Design booth_shift_register, sky130hd; sources not shown.
**Gate families picked out**

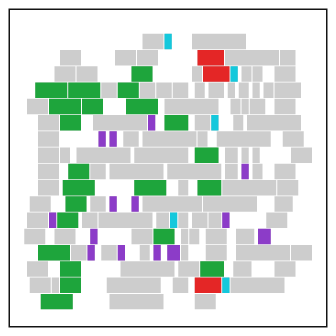
legend:
  cyan:
    family: inv cells
    cells: 5
  green:
    family: mux cells
    cells: 22
  red:
    family: fa/ha/maj cells
    cells: 3
  purple:
    family: nand cells
    cells: 14
logic share of the area: 42.5%
top logic cell by instance count in the layout: clkdlybuf4s50_1
Finished Layout Cells: 171

**Sequential cells grouped by signal name**

Other sequential cells in the stronger grey, the rest of the logic in the fainter grey.
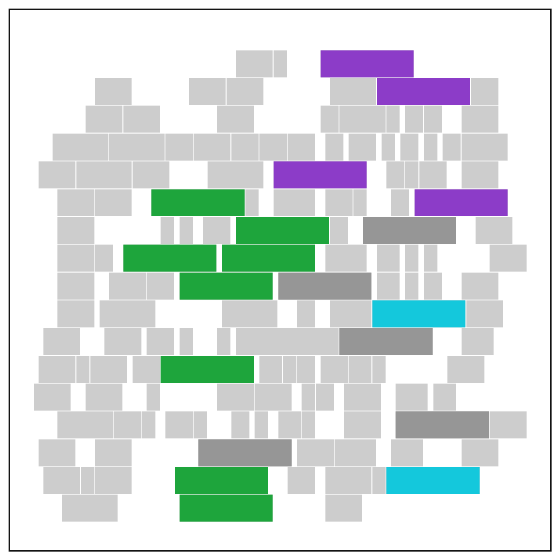
legend:
  cyan:
    netlist_name: `r_state`
    flops: 2
  green:
    netlist_name: `p_out`
    flops: 8
  purple:
    netlist_name: `r_cnt`
    flops: 4
not coloured: 5
post-layout util: 68.3%
register area: 475 µm²
Seq group: 0.228 mW
Seq area share: 31.1%

**Met3 routing**

Bar = 20 µm.
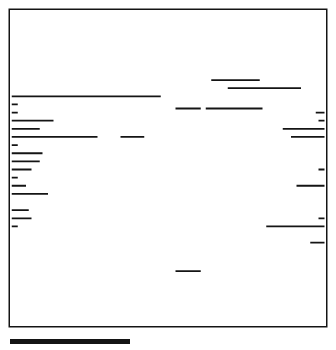
nets with wire on the layer: 30
main direction: horizontal
longest straight run: 24.6 µm
total number of vias: 969
met3 Use GR: 4.52%

==> impl_metrics.csv <==
group,metric,value,unit
run,drv_cap,0,
status,status,"finished, final reports clean",
placed_design,routabilityCongestion,0.803,
logic_synthesis,yosys.area_share.xor_xnor,0,%
setup_path,path_delay_family,"multiplexers",
power_and_ir_drop,power_density,326,mW/mm²
floorplan,fp.dieH,52.9,µm
clocking,tritoncts,"done",
logic_synthesis,compound_area_share,16.4,%
clocking,cts_resized,0,
logic_synthesis,synthMuxAreaShare,22.2,%
floorplan,core_area,0.00223,mm²
detailed_routing,drt-total-wl,2640,µm
sta,rsz0062_at_grt,"no",
clocking,postCtsSetupBuffers,0,
setup_path,worst-path-stages,6,
sta,period_needed,2.11,ns
power_and_ir_drop,switchingPower,0.170,mW
clocking,clk_latency,0.31,ns
sta,max_freq,473,MHz
logic_synthesis,edf_count,0,
setup_path,critPathLaunchType,"flop",
detailed_routing,drt_iter0_drc,11,
layout,fin_nets,169,
detailed_routing,m1WireLength,1120,µm
sta,tns,0,ns
layout,drive_above_1_share,14.7,%
setup_path,endpoint_kind,"flop",
setup_path,reg2reg_slack,2.39,ns
logic_synthesis,synthTopCellsByArea,"dfrtp_1 (40%), mux2_4 (10%), mux2i_1 (8.4%)",
setup_path,path_cells,"nand2b_1 > mux2_2 > mux2_4 > nor2b_1 > mux2i_1 > o21ai_0",
global_route,grt-ovfl-total,0,
clocking,cts_made_buffers,3,
worst_hold_path,min_path_type,"reg -> reg",
placed_design,place_ws,2.09,ns
setup_path,cp_data_arrival_time,2.28,ns
global_route,grt.total_usage,21.9,%
clocking,cts.sinks,19,
power_and_ir_drop,powerClk,0.0882,mW
setup_path,cp_num_buf_inv,0,
detailed_routing,met3WireLength,150,µm
logic_synthesis,simple_gate_area_share,12.4,%
detailed_routing,via_per_inst,5.67,
sta,relSlewSlack,47.3,%
setup_path,critPathSlowestCell,"mux2_2",
logic_synthesis,avgSynthCellArea,10.6,µm²
logic_synthesis,ys.flops,19,
logic_synthesis,ys.flop_type,"dfrtp_1",
sta,slew_violations,0,
floorplan,dieArea,0.00279,mm²
clocking,cts-htree-levels,1,
floorplan,die_w,52.9,µm
logic_synthesis,floorplan.nets,138,
detailed_routing,wl_met2,1350,µm
power_and_ir_drop,finalPower,0.497,mW
logic_synthesis,synth.top_cell.area_share,39.8,%
power_and_ir_drop,leakagePower,0.670,nW
setup_path,worstPathRequired,4.67,ns
worst_hold_path,hold_path_depth,1,
detailed_routing,dr.pass1.iters,4,
global_route,antenna_found_initial,0,
clocking,ctsLongestPathBuffers,2,
global_route,grt_util_met1,25.5,%
global_route,grt_pass1_wl,4430,µm
logic_synthesis,synth_cells,113,
setup_path,max_stage_delay,0.52,ns
sta,post-route-period-util,47.0,%
## Yosys cell counts, drive strengths merged (2+ instances only)
cell type / instances
buf: 5
a211oi: 2
inv: 5
o21ai: 7
mux2: 12
o31ai: 8
nor3: 3
ha: 3
mux2i: 10
a21oi: 4
a31o: 2
o22ai: 2
dfrtp: 19
nor2: 7
nor3b: 2
nand2: 13
## area by class of cell
class / instances / area, µm²
Sequential cell: 19 / 475
Clock inverter: 1 / 5.00
Timing Repair Buffer: 32 / 320
Tap cell: 28 / 35.0
Clock buffer: 3 / 22.5
Fill cell: 191 / 707
Multi-Input combinational cell: 83 / 649
Inverter: 5 / 18.8
## metrics by stage
step	std cells	instance area (µm²)
6_report	171	1530
3_5_place_dp	167	1500
3_3_place_gp	167	1500
2_1_floorplan	113	1190
5_1_grt	171	1530
4_1_cts	171	1530
Power figures rest on the tool's default switching activity, not on a simulated workload.
